===== src/rtl/cpu_types_pkg.sv =====
// Shared datapath/memory types: word type, arbiter FSM states and the
// wait-counter sizing used for the RAM timeout.
package cpu_types_pkg;

    typedef logic [31:0] word_t;

    typedef enum logic [1:0] {
        IDLE,
        DACC,
        IACC
    } arb_state_t;

    function automatic int wcnt_width(input int timeout);
        return (timeout < 2) ? 1 : $clog2(timeout + 1);
    endfunction

    localparam int TIMEOUT_DEF = 255;
    localparam int WCNT_W_DEF  = wcnt_width(TIMEOUT_DEF);

endpackage


===== src/rtl/dp_mem_arbiter_if.sv =====
// Datapath cache port plus single-ported RAM port seen by the memory arbiter.
interface dp_mem_arbiter_if;
    import cpu_types_pkg::*;

    logic  imemREN;
    word_t imemaddr;
    logic  dmemREN;
    logic  dmemWEN;
    word_t dmemaddr;
    word_t dmemstore;
    logic  halt;
    logic  ihit;
    logic  dhit;
    word_t imemload;
    word_t dmemload;
    logic  ramREN;
    logic  ramWEN;
    word_t ramaddr;
    word_t ramstore;
    word_t ramload;
    logic  ramready;
    logic  err;

    modport slave (
        input  imemREN, imemaddr, dmemREN, dmemWEN, dmemaddr, dmemstore, halt,
        input  ramload, ramready,
        output ihit, dhit, imemload, dmemload,
        output ramREN, ramWEN, ramaddr, ramstore, err
    );

    modport master (
        output imemREN, imemaddr, dmemREN, dmemWEN, dmemaddr, dmemstore, halt,
        output ramload, ramready,
        input  ihit, dhit, imemload, dmemload,
        input  ramREN, ramWEN, ramaddr, ramstore, err
    );

endinterface


===== src/rtl/dp_mem_arbiter.sv =====
// Serialises fetch and data requests onto one variable-latency RAM port,
// data first, returning single-cycle hit pulses with registered load data.
module dp_mem_arbiter
    import cpu_types_pkg::*;
#(
    parameter int TIMEOUT = TIMEOUT_DEF
) (
    input  logic            CLK,
    input  logic            nRST,
    dp_mem_arbiter_if.slave mif
);

    localparam int            CW   = wcnt_width(TIMEOUT);
    localparam logic [CW-1:0] TMAX = CW'(TIMEOUT);

    arb_state_t    state_q, state_d;
    logic          ihit_q, ihit_d, dhit_q, dhit_d;
    logic          wr_q, wr_d, err_q, err_d, dserved_q, dserved_d;
    word_t         addr_q, addr_d, store_q, store_d;
    word_t         iload_q, iload_d, dload_q, dload_d;
    logic [CW-1:0] wcnt_q, wcnt_d;
    logic          dreq, ireq;

    // dserved blocks a completed data request still held high until the next fetch
    assign dreq = (mif.dmemREN | mif.dmemWEN) & ~dserved_q & ~mif.halt;
    assign ireq = mif.imemREN & ~mif.halt;

    always_ff @(posedge CLK) begin
        if (!nRST) begin
            state_q   <= IDLE;
            ihit_q    <= 1'b0;
            dhit_q    <= 1'b0;
            wr_q      <= 1'b0;
            err_q     <= 1'b0;
            dserved_q <= 1'b0;
            addr_q    <= '0;
            store_q   <= '0;
            iload_q   <= '0;
            dload_q   <= '0;
            wcnt_q    <= '0;
        end else begin
            state_q   <= state_d;
            ihit_q    <= ihit_d;
            dhit_q    <= dhit_d;
            wr_q      <= wr_d;
            err_q     <= err_d;
            dserved_q <= dserved_d;
            addr_q    <= addr_d;
            store_q   <= store_d;
            iload_q   <= iload_d;
            dload_q   <= dload_d;
            wcnt_q    <= wcnt_d;
        end
    end

    always_comb begin
        state_d   = state_q;
        ihit_d    = 1'b0;
        dhit_d    = 1'b0;
        wr_d      = wr_q;
        err_d     = err_q;
        dserved_d = dserved_q;
        addr_d    = addr_q;
        store_d   = store_q;
        iload_d   = iload_q;
        dload_d   = dload_q;
        wcnt_d    = wcnt_q;
        case (state_q)
            IDLE: begin
                if (dreq) begin
                    state_d = DACC;
                    addr_d  = mif.dmemaddr;
                    store_d = mif.dmemstore;
                    wr_d    = mif.dmemWEN;
                    wcnt_d  = '0;
                end else if (ireq) begin
                    state_d = IACC;
                    addr_d  = mif.imemaddr;
                    wr_d    = 1'b0;
                    wcnt_d  = '0;
                end
            end
            DACC, IACC: begin
                if (mif.ramready) begin
                    state_d = IDLE;
                    if (state_q == DACC) begin
                        dhit_d    = 1'b1;
                        dserved_d = 1'b1;
                        if (!wr_q) dload_d = mif.ramload;
                    end else begin
                        ihit_d    = 1'b1;
                        iload_d   = mif.ramload;
                        dserved_d = 1'b0;
                    end
                end else begin
                    // saturate so a stalled RAM cannot wrap the counter
                    if (wcnt_q != TMAX) wcnt_d = wcnt_q + 1'b1;
                    if (wcnt_d == TMAX) err_d = 1'b1;
                end
            end
            default: state_d = IDLE;
        endcase
    end

    assign mif.ramREN   = (state_q == IACC) | ((state_q == DACC) & ~wr_q);
    assign mif.ramWEN   = (state_q == DACC) & wr_q;
    assign mif.ramaddr  = addr_q;
    assign mif.ramstore = store_q;
    assign mif.ihit     = ihit_q;
    assign mif.dhit     = dhit_q;
    assign mif.imemload = iload_q;
    assign mif.dmemload = dload_q;
    assign mif.err      = err_q;

endmodule

===== src/flat_wrapper.sv =====
// flat-port wrapper written by rule: the top's interface ports become plain ports
module dp_mem_arbiter_flat import cpu_types_pkg::*;
#(
    parameter int TIMEOUT = TIMEOUT_DEF
)
  (CLK, nRST, mif_imemREN, mif_imemaddr, mif_dmemREN, mif_dmemWEN, mif_dmemaddr, mif_dmemstore, mif_halt, mif_ramload, mif_ramready, mif_ihit, mif_dhit, mif_imemload, mif_dmemload, mif_ramREN, mif_ramWEN, mif_ramaddr, mif_ramstore, mif_err);
  dp_mem_arbiter_if mif_i ();
  input  logic CLK;
  input  logic nRST;
  input wire logic [$bits(mif_i.imemREN)-1:0] mif_imemREN;
  input wire logic [$bits(mif_i.imemaddr)-1:0] mif_imemaddr;
  input wire logic [$bits(mif_i.dmemREN)-1:0] mif_dmemREN;
  input wire logic [$bits(mif_i.dmemWEN)-1:0] mif_dmemWEN;
  input wire logic [$bits(mif_i.dmemaddr)-1:0] mif_dmemaddr;
  input wire logic [$bits(mif_i.dmemstore)-1:0] mif_dmemstore;
  input wire logic [$bits(mif_i.halt)-1:0] mif_halt;
  input wire logic [$bits(mif_i.ramload)-1:0] mif_ramload;
  input wire logic [$bits(mif_i.ramready)-1:0] mif_ramready;
  output wire logic [$bits(mif_i.ihit)-1:0] mif_ihit;
  output wire logic [$bits(mif_i.dhit)-1:0] mif_dhit;
  output wire logic [$bits(mif_i.imemload)-1:0] mif_imemload;
  output wire logic [$bits(mif_i.dmemload)-1:0] mif_dmemload;
  output wire logic [$bits(mif_i.ramREN)-1:0] mif_ramREN;
  output wire logic [$bits(mif_i.ramWEN)-1:0] mif_ramWEN;
  output wire logic [$bits(mif_i.ramaddr)-1:0] mif_ramaddr;
  output wire logic [$bits(mif_i.ramstore)-1:0] mif_ramstore;
  output wire logic [$bits(mif_i.err)-1:0] mif_err;
  assign mif_i.imemREN = mif_imemREN;
  assign mif_i.imemaddr = mif_imemaddr;
  assign mif_i.dmemREN = mif_dmemREN;
  assign mif_i.dmemWEN = mif_dmemWEN;
  assign mif_i.dmemaddr = mif_dmemaddr;
  assign mif_i.dmemstore = mif_dmemstore;
  assign mif_i.halt = mif_halt;
  assign mif_i.ramload = mif_ramload;
  assign mif_i.ramready = mif_ramready;
  assign mif_ihit = mif_i.ihit;
  assign mif_dhit = mif_i.dhit;
  assign mif_imemload = mif_i.imemload;
  assign mif_dmemload = mif_i.dmemload;
  assign mif_ramREN = mif_i.ramREN;
  assign mif_ramWEN = mif_i.ramWEN;
  assign mif_ramaddr = mif_i.ramaddr;
  assign mif_ramstore = mif_i.ramstore;
  assign mif_err = mif_i.err;
  dp_mem_arbiter #(.TIMEOUT(TIMEOUT)) u_core (.CLK(CLK), .nRST(nRST), .mif(mif_i));
endmodule

===== config.mk =====
export PLATFORM = sky130hd
export DESIGN_NAME = dp_mem_arbiter_flat
export DESIGN_NICKNAME = d
export VERILOG_FILES = /design/src/rtl/cpu_types_pkg.sv /design/src/rtl/dp_mem_arbiter_if.sv /design/src/rtl/dp_mem_arbiter.sv /design/src/flat_wrapper.sv
export SDC_FILE = /design/constraint.sdc
export NUM_CORES = 1
export LEC_CHECK = 0
export ABC_AREA = 1
export CAP_MARGIN = 10
export CORE_MARGIN = 3
export CORE_UTILIZATION = 44
export DETAILED_ROUTE_END_ITERATION = 16
export GPL_TIMING_DRIVEN = 0
export PLACE_DENSITY = 0.93
export SKIP_CTS_REPAIR_TIMING = 1
export SLEW_MARGIN = 20
export SYNTH_ARGS = -nofsm -noshare
export SYNTH_HDL_FRONTEND = slang
export SYNTH_SLANG_ARGS = --single-unit
export TNS_END_PERCENT = 50

===== constraint.sdc =====
create_clock -name CLK -period 5.5 [get_ports CLK]
set_clock_uncertainty 0.15 [all_clocks]
set_input_delay 1.65 -clock CLK [delete_from_list [all_inputs] [get_ports CLK]]
set_output_delay 1.65 -clock CLK [all_outputs]
set_load 0.02 [all_outputs]

==> out/qor.txt, run 1 <==
worst stage delay on the critical path - 0.64 ns
DR top layer - met4
Log Warnings - 30
run status - completed
clk buf depth - 2
Power Density - 404 nW/um2
slew margin rel. - 57.4%
Arr. time, crit path - 1.90 ns
layout cells sized above 1 - 5.48%
Vias per Instance - 5.13
Internal - 2.40 mW
fillers - 896
cell chain of the critical path - inv_1 > ha_1 > inv_1 > o21bai_1 > clkdlybuf4s50_1
Core Rows - 40
syn nets - 864
RSZ-0062 raised after global routing - no
Worst setup EP type - output pin
CP delay by family, top - buffers and inverters
first-pass GRT wire length - 29700 um
Final Worst Setup Slack - 1.80 ns
Area Overhead vs Synth - 63.0%
Layout non-clock buf frac - 32.1%
Crit Path Class - reg -> out
yosys warns - 0
critical path's slowest cell - clkdlybuf4s50_1
H-tree depth - 4
CP startpoint kind - flop
Post-Syn Instances - 723
final setup fails - 0
RR Startpoint - u_core.state_q[0]
Max Fanout on Critical Path - 4
xor/xnor share - 0.319%
Worst R2R End - u_core.mif.imemload[11]
met3 GRT Util - 8.94%
Top class by area - buffers
GP Congestion - 0.867
count of multi-input gates - 501
logic depth of the worst path, buffers included - 5
aoi share - 16.1%
Leak - 3.59 nW
grt peak-use layer - met2
final hold slack - 0.304 ns
Clock power frac - 31.0%
vias in the first global route - 5990
worst hold path stage count - 2
fin util - 73.8%
Die H - 118 um
combinational power - 1.18 mW
Initial Utilization - 45.3%
Root Buffer - clkbuf_16
number of port buffers - 267
Max-area cell share - 52.2%
wire length on met1 - 7270 um
commonest cells in the netlist - 154 x nand2_1, 143 x dfxtp_1, 121 x nor2_1, 76 x o21ai_1, 42 x nand3_1
Async SR Flop Fraction - 0%
Setup WS pre-CTS - 1.65 ns
Antenna Cells - 0
post-synthesis mux area share - 0%
Most common reg cell - dfxtp_1
initial antenna violation count - 0
logic area - 2290 um2
WL per Instance - 15.8 um
IO Pins - 268
Setup crit start - u_core.state_q[1]
Seq/Total Area, Yosys - 52.2%
DRT Wirelength - 18800 um
flop2flop setup slack - 3.18 ns
WP buf/inv - 3
Post-Layout Cell Count - 1189
cell count after placement - 1158
logic share of the area - 25.7%
largest net degree at the start of global routing - 17
Final Total Pwr - 3.61 mW
Sw Ratio - 33.5%
min-delay src - u_core.mif.err
seq pwr - 1.31 mW
sequential standard cell area - 2860 um2
M2 GR Usage - 45.9%
Yosys chip area - 5480 um2
drt first-iter violations - 476
Comb pwr share - 32.6%
comb area leader - simple AND/OR/NAND/NOR gates
worst slew pin tran - 0.639 ns
count leader, synth - nand2_1
Max Cap Viol - 0
Core Region - 12100 um2
yosys stat cell total - 723
crit share post-route - 67.3%
final setup TNS - 0 ns
fin. max-slew vios - 0
Die Size - 13800 um2
# DRC - 0
Final nets - 1150
Seq pwr share - 36.4%
clk tree area frac - 6.38%
simple-gate share of the synthesized area - 24.1%
Largest Pwr Group - sequential cells
met2 wire len - 9360 um
Syn Area/Cell - 7.58 um2
most used cell along the critical path - inv_1
Synth cell types - 28
DR pass1 iterations - 8
type of the most critical hold path - reg -> reg
Vias - 6103
clk sink count - 143
Design Area, Final - 8940 um2
Post-Syn Area - 5480 um2
leading area contributor after synthesis - dfxtp_1
==> run 1: cell usage in the layout (no fill, tap or decap), drive strengths merged <==
master           n
a21oi           23
a31oi           32
buf             13
bufinv           2
clkbuf          51
clkdlybuf4s50  267
clkinv           7
clkinvlp         2
dfxtp          143
ha               6
inv             35
nand2          154
nand3           42
nand3b           2
nand4            1
nor2           124
nor3             3
o21ai          108
o21bai           3
or2              1
xnor2            1
xor2             1
==> run 1: state kept, by name, summed over array words and instances, names as in the netlist <==
name and flops:
u_core.mif.imemload 32, u_core.dserved_q 1, u_core.mif.ramaddr 32, u_core.mif.dhit 1, u_core.wcnt_q 8, u_core.mif.ihit 1
u_core.state_q 2, u_core.mif.dmemload 32, u_core.mif.err 1, u_core.wr_q 1, u_core.mif.ramstore 32
### Metal 3, run 1

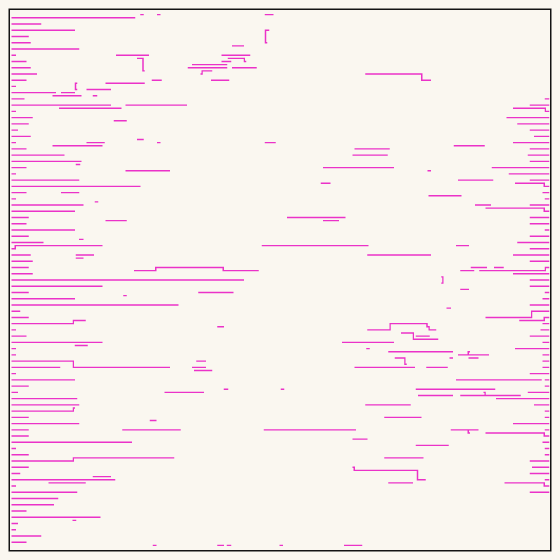
nets with wire on the layer: 218
main direction: horizontal
share of all routed wire: 8.9%
wire length on this layer: 1670 um

### Clock nets, run 1

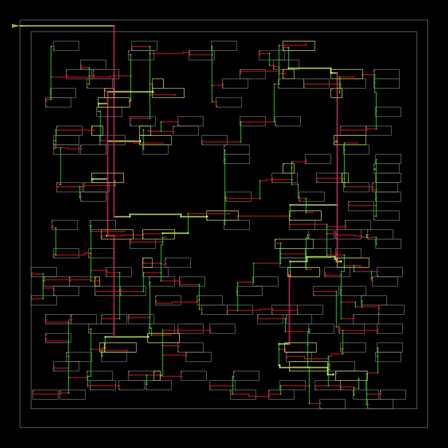
total CTS buffers: 17
registers: 143
Power Clock: 1.12 mW
clock buffer count: 19
worst skew pair latency: 0.42 ns

### Signal wires on met2, run 1

Bar = 20 um.
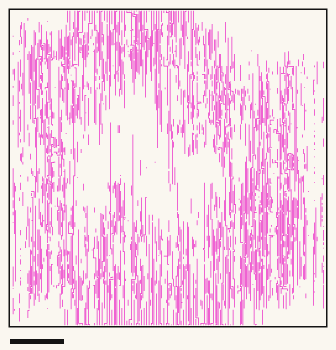
longest straight run: 52.7 um
main direction: vertical

### Supply network, run 1

Bar = 20 um. Pins as bars on the die edge.
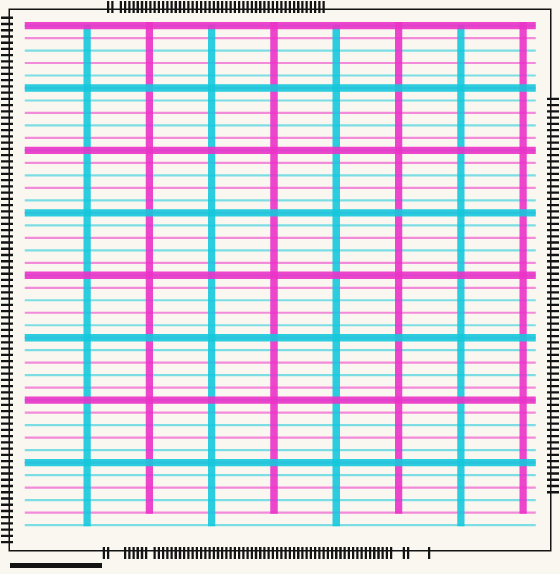

==> run 1 -> run 2 <==
CORE_UTILIZATION = 37   (was 44)
PLACE_DENSITY = 0.84   (was 0.93)
clock period = 3.15 ns   (was 5.5 ns; I/O delays follow)
### Supply network, run 2

Bar = 50 um. Pins as bars on the die edge.
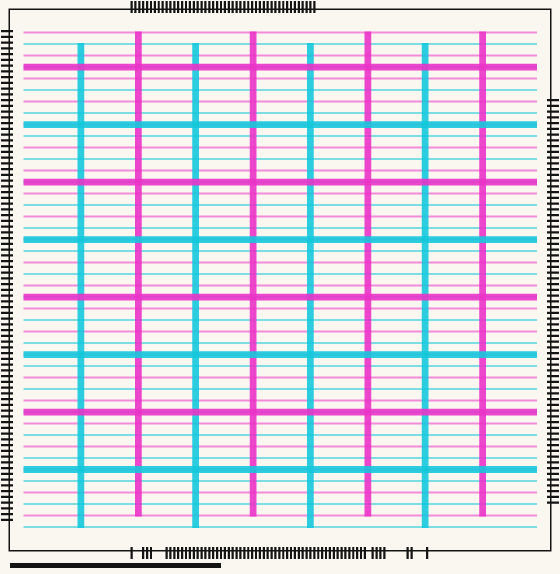
| net | colour |
|---|---|
| VSS | cyan |
| VDD | magenta |
met1 rails: 44
signal pins: 268
met4 straps: 8
met5 straps: 8
Die H: 128 um
die width: 128 um
worst IR drop on VDD: 0.408 mV
Core Region: 14200 um2

==> out/qor.txt, run 2 <==
run status - completed (unchanged)
RSZ-0062 raised after global routing - no (unchanged)
Area Overhead vs Synth - 64.1% (was 63.0%)
fin. max-slew vios - 0 (unchanged)
DR pass1 iterations - 4 (was 8)
Root Buffer - clkbuf_16 (unchanged)
Synth cell types - 28 (unchanged)
Leak - 3.61 nW (was 3.59 nW)
min-delay src - u_core.mif.err (unchanged)
slew margin rel. - 61.3% (was 57.4%)
most used cell along the critical path - inv_1 (unchanged)
Setup WS pre-CTS - 0.0846 ns (was 1.65 ns)
Antenna Cells - 0 (unchanged)
Post-Syn Instances - 723 (unchanged)
critical path's slowest cell - clkdlybuf4s50_1 (unchanged)
Post-Syn Area - 5480 um2 (unchanged)
flop2flop setup slack - 0.84 ns (was 3.18 ns)
yosys stat cell total - 723 (unchanged)
M2 GR Usage - 36.6% (was 45.9%)
Yosys chip area - 5480 um2 (unchanged)
leading area contributor after synthesis - dfxtp_1 (unchanged)
most used logic cell in the final layout - clkdlybuf4s50_1 (unchanged)
worst slew pin tran - 0.581 ns (was 0.639 ns)
CP delay by family, top - buffers and inverters (unchanged)
final setup TNS - 0 ns (unchanged)
Worst setup EP type - output pin (unchanged)
total CTS buffers - 17 (unchanged)
met3 GRT Util - 7.71% (was 8.94%)
Max Cap Viol - 0 (unchanged)
RR Startpoint - u_core.state_q[0] (unchanged)
Final Total Pwr - 6.40 mW (was 3.61 mW)
type of the most critical hold path - reg -> reg (unchanged)
crit share post-route - 95.3%
count leader, synth - nand2_1 (unchanged)
Async SR Flop Fraction - 0% (unchanged)
commonest cells in the netlist - 154 x nand2_1, 143 x dfxtp_1, 121 x nor2_1, 76 x o21ai_1, 42 x nand3_1 (unchanged)
Crit Path Class - reg -> out (unchanged)
final setup fails - 0 (unchanged)
syn nets - 864 (unchanged)
number of port buffers - 267 (unchanged)
Initial Utilization - 38.6% (was 45.3%)
# DRC - 0 (unchanged)
DR top layer - met4 (unchanged)
Final nets - 1150 (unchanged)
IO Pins - 268 (unchanged)
Die Size - 16300 um2 (was 13800 um2)
cell chain of the critical path - inv_1 > ha_1 > inv_1 > o21bai_1 > clkdlybuf4s50_1 (unchanged)
clk sink count - 143 (unchanged)
GP Congestion - 0.872 (was 0.867)
yosys warns - 0 (unchanged)
grt peak-use layer - met2 (unchanged)
worst hold path stage count - 2 (unchanged)
Final Worst Setup Slack - 0.148 ns (was 1.80 ns)
Most common reg cell - dfxtp_1 (unchanged)
met2 wire len - 8730 um (was 9360 um)
Core Rows - 43 (was 40)
vias in the first global route - 5592 (was 5990)
Worst R2R End - u_core.mif.imemload[12] (was u_core.mif.imemload[11])
Post-Layout Cell Count - 1202 (was 1189)
drt first-iter violations - 332 (was 476)
Max-area cell share - 52.2% (unchanged)
Max Fanout on Critical Path - 4 (unchanged)
final hold slack - 0.298 ns (was 0.304 ns)
Seq/Total Area, Yosys - 52.2% (unchanged)
### Routed metal, one colour a layer, run 2

Bar = 50 um. Only two layers are drawn.
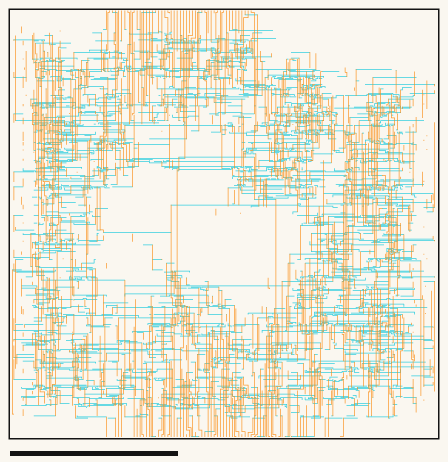
| layer | colour | wire length |
|---|---|---|
| M1 | cyan | 7310 um |
| M2 | orange | 8730 um |
Vias: 5876
DRT Wirelength: 18200 um
WL per Instance: 15.1 um
GRT Total Usage: 21.8%

run 2: cell counts after synthesis:
Identical to the previous run, type by type.
run 2: power breakdown:
group	internal [mW]	switching [mW]
Combinational	0.903	1.13
Clock	1.29	0.792
Sequential	2.12	0.168
Total	4.31	2.09
run 2: cell families after synthesis:
group / share of synthesized area [%]
XOR/XNOR: 0.320
flip-flops: 52.2
buffers and inverters: 5.93
AND-OR/OR-AND: 16.1
AND/OR/NAND/NOR: 24.1
adder cells (fa/ha/maj): 1.37
run 2: area by class of cell:
type	instances	area (um2)	share of cell area (%)
Tap cell	180	225	2.50
Inverter	34	128	1.42
Timing Repair Buffer	267	2670	29.7
Clock inverter	12	159	1.77
Multi-Input combinational cell	501	2290	25.5
Clock buffer	20	457	5.08
Buffer	45	198	2.20
Sequential cell	143	2860	31.8
### Signal wires on met2, run 2

Bar = 50 um.
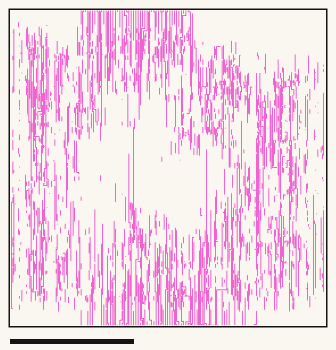

==> run 2 -> run 3 <==
CORE_UTILIZATION = 25   (was 37)
PLACE_DENSITY = 0.63   (was 0.84)
### Signal wires on met2, run 3

Bar = 50 um.
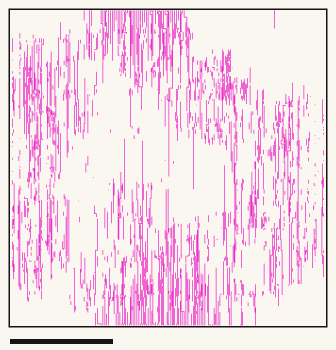
nets with wire on the layer: 906
longest straight run: 70.4 um

==> out/qor.txt, run 3 <==
run status - completed (unchanged)
post-synthesis mux area share - 0% (unchanged)
Area Overhead vs Synth - 66.4% (was 64.1%)
die width - 154 um (was 128 um)
clk buf depth - 2 (unchanged)
Die H - 154 um (was 128 um)
Worst setup EP type - output pin (unchanged)
type of the most critical hold path - reg -> reg (unchanged)
Initial Utilization - 25.8% (was 38.6%)
worst skew pair latency - 0.41 ns (was 0.42 ns)
vias in the first global route - 5756 (was 5592)
worst IR drop on VDD - 0.333 mV (was 0.408 mV)
commonest cells in the netlist - 154 x nand2_1, 143 x dfxtp_1, 121 x nor2_1, 76 x o21ai_1, 42 x nand3_1 (unchanged)
clock buffer count - 19 (was 20)
DR top layer - met4 (unchanged)
global route total overflow - 0 (unchanged)
Final nets - 1150 (unchanged)
critical path's slowest cell - clkdlybuf4s50_1 (unchanged)
largest net degree at the start of global routing - 17 (unchanged)
# DRC - 0 (unchanged)
clk sink count - 143 (unchanged)
initial antenna violation count - 0 (unchanged)
Setup crit start - u_core.state_q[1] (unchanged)
GP Congestion - 0.848 (was 0.872)
Post-Syn Area - 5480 um2 (unchanged)
yosys warns - 0 (unchanged)
worst slew pin tran - 0.734 ns (was 0.581 ns)
Fin. Hold Viols - 0 (unchanged)
slew margin rel. - 51.1% (was 61.3%)
WP buf/inv - 3 (unchanged)
syn nets - 864 (unchanged)
biggest area cells - dfxtp_1 52%, nand2_1 11%, nor2_1 8.3%, o21ai_1 6.9%, nand3_1 3.8% (unchanged)
CP delay by family, top - buffers and inverters (unchanged)
yosys stat cell total - 723 (unchanged)
Final Worst Setup Slack - 0.236 ns (was 0.148 ns)
Syn Area/Cell - 7.58 um2 (unchanged)
Seq/Total Area, Yosys - 52.2% (unchanged)
CP startpoint kind - flop (unchanged)
logic area - 2290 um2 (unchanged)
final setup TNS - 0 ns (unchanged)
Yosys chip area - 5480 um2 (unchanged)
TritonCTS clock tree - done (unchanged)
layout cells sized above 1 - 5.68% (unchanged)
Setup WS pre-CTS - -0.0753 ns (was 0.0846 ns)
Post-Syn Instances - 723 (unchanged)
Leak - 3.63 nW (was 3.61 nW)
Core Rows - 53 (was 43)
fin. max-slew vios - 0 (unchanged)
worst path required time - 2.05 ns (about the same)
comb area leader - simple AND/OR/NAND/NOR gates (unchanged)
Max-area cell share - 52.2% (unchanged)
count leader, synth - nand2_1 (unchanged)
most used logic cell in the final layout - clkdlybuf4s50_1 (unchanged)
Period minus WS final - 2.91 ns (was 3.00 ns)
number of port buffers - 267 (unchanged)
cell chain of the critical path - inv_1 > ha_1 > nand2_1 > inv_1 > clkdlybuf4s50_1 (was inv_1 > ha_1 > inv_1 > o21bai_1 > clkdlybuf4s50_1)
grt peak-use layer - met2 (unchanged)
simple-gate share of the synthesized area - 24.1% (unchanged)
Async SR Flop Fraction - 0% (unchanged)
Synth cell types - 28 (unchanged)
Fmax - 343 MHz (was 333 MHz)
fillers - 2163 (was 1203)
met1 global-route usage - 20.4% (was 25.4%)
antenna viol nets, final - 0 (unchanged)
met3 wire len - 1700 um (was 1660 um)
clk tree area frac - 6.79% (was 6.84%)
Most common reg cell - dfxtp_1 (unchanged)
Vias per Instance - 4.47 (was 4.89)
HPWL after detailed placement - 14800 um (was 13700 um)
FF+latch count, synth - 143 (unchanged)
count of multi-input gates - 501 (unchanged)
Max Fanout on Critical Path - 4 (unchanged)
Final Total Pwr - 6.46 mW (was 6.40 mW)
Adder Area Share - 1.37% (unchanged)
Tap Count - 275 (was 180)
Arr. time, crit path - 1.82 ns (was 1.91 ns)
logic depth of the worst path, buffers included - 5 (unchanged)
r2r worst-path depth - 9 (unchanged)
met2 wire len - 9170 um (was 8730 um)
Die Size - 23700 um2 (was 16300 um2)
Layout non-clock buf frac - 31.5% (was 31.9%)
Crit Path Class - reg -> out (unchanged)
registers - 143 (unchanged)
GRT Total Usage - 16.4% (was 21.8%)
IO Pins - 268 (unchanged)
total CTS buffers - 17 (unchanged)
worst stage delay on the critical path - 0.62 ns (was 0.65 ns)
H-tree depth - 4 (unchanged)
Log Warnings - 30 (unchanged)
Root Buffer - clkbuf_16 (unchanged)
WL per Instance - 15.3 um (was 15.1 um)
drt first-iter violations - 211 (was 332)
Power Density - 709 nW/um2 (was 711 nW/um2)
M2 GR Usage - 27.0% (was 36.6%)
logic share of the area - 25.2% (was 25.5%)
Max Cap Viol - 0 (unchanged)
RSZ-0062 raised after global routing - no (unchanged)
crit share post-route - 92.5% (was 95.3%)
most used cell along the critical path - inv_1 (unchanged)
xor/xnor share - 0.319% (unchanged)
Non-clk invs - 34 (unchanged)
Signal buffers - 312 (unchanged)
Top class by area - buffers (unchanged)
Core Region - 21300 um2 (was 14200 um2)
DR pass1 iterations - 5 (was 4)
min-delay src - u_core.mif.err (unchanged)
worst hold path stage count - 2 (unchanged)
Clock Pin Slew Worst Setup and Hold Paths - 0.07 ns (was 0.06 ns)
aoi share - 16.1% (unchanged)
number of enable flip-flop cells - 0 (unchanged)
RR Startpoint - u_core.state_q[0] (unchanged)
leading area contributor after synthesis - dfxtp_1 (unchanged)
first-pass GRT wire length - 31100 um (was 28300 um)
final setup fails - 0 (unchanged)
Top cells excl fill/tap - 266 x clkdlybuf4s50_1, 154 x nand2_1, 143 x dfxtp_1 (was 267 x clkdlybuf4s50_1, 154 x nand2_1, 143 x dfxtp_1)
Antenna Cells - 0 (unchanged)
Seq area share - 31.4% (was 31.8%)
wire length on met1 - 8750 um (was 7310 um)
sequential standard cell area - 2860 um2 (unchanged)
### Metal 3, run 3

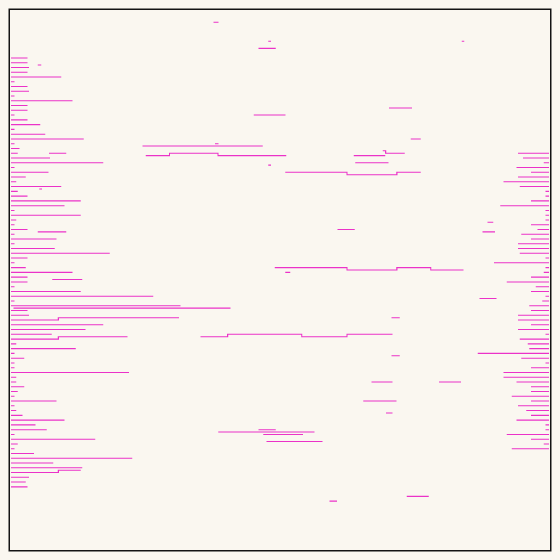
wire length on this layer: 1700 um
share of all routed wire: 8.5%
nets with wire on the layer: 179
main direction: horizontal
longest straight run: 61.6 um
met3 GRT Util: 5.97%
Vias: 5804
DRT Wirelength: 19900 um

## run 3: cell counts after synthesis
Identical to the previous run, type by type.
## run 3: per-stage QoR
stage / hold slack [ns] / area (um2) / util [%] / cells
after floorplan: 0.321 / 5480 / - / 723
after global placement: 0.292 / 8500 / 39.9 / 1265
after detailed placement: 0.295 / 8500 / 39.9 / 1265
after CTS: 0.305 / 9120 / 42.8 / 1297
after global routing: 0.337 / 9120 / 42.8 / 1297
final: 0.304 / 9120 / 42.8 / 1297
## run 3: power by group
group	internal [mW]	switching (mW)
logic	0.902	1.14
clock network	1.29	0.851
registers	2.12	0.165
total	4.31	2.16
## run 3: worst paths after layout
kind	to	slack [ns]
worst max-delay path	mif_ramWEN	0.24
worst min-delay path	u_core.mif.err	0.30
worst max register to register	u_core.mif.imemload[6]	0.87
worst min register to register	u_core.mif.err	0.30
Power and IR drop assume default switching activity.
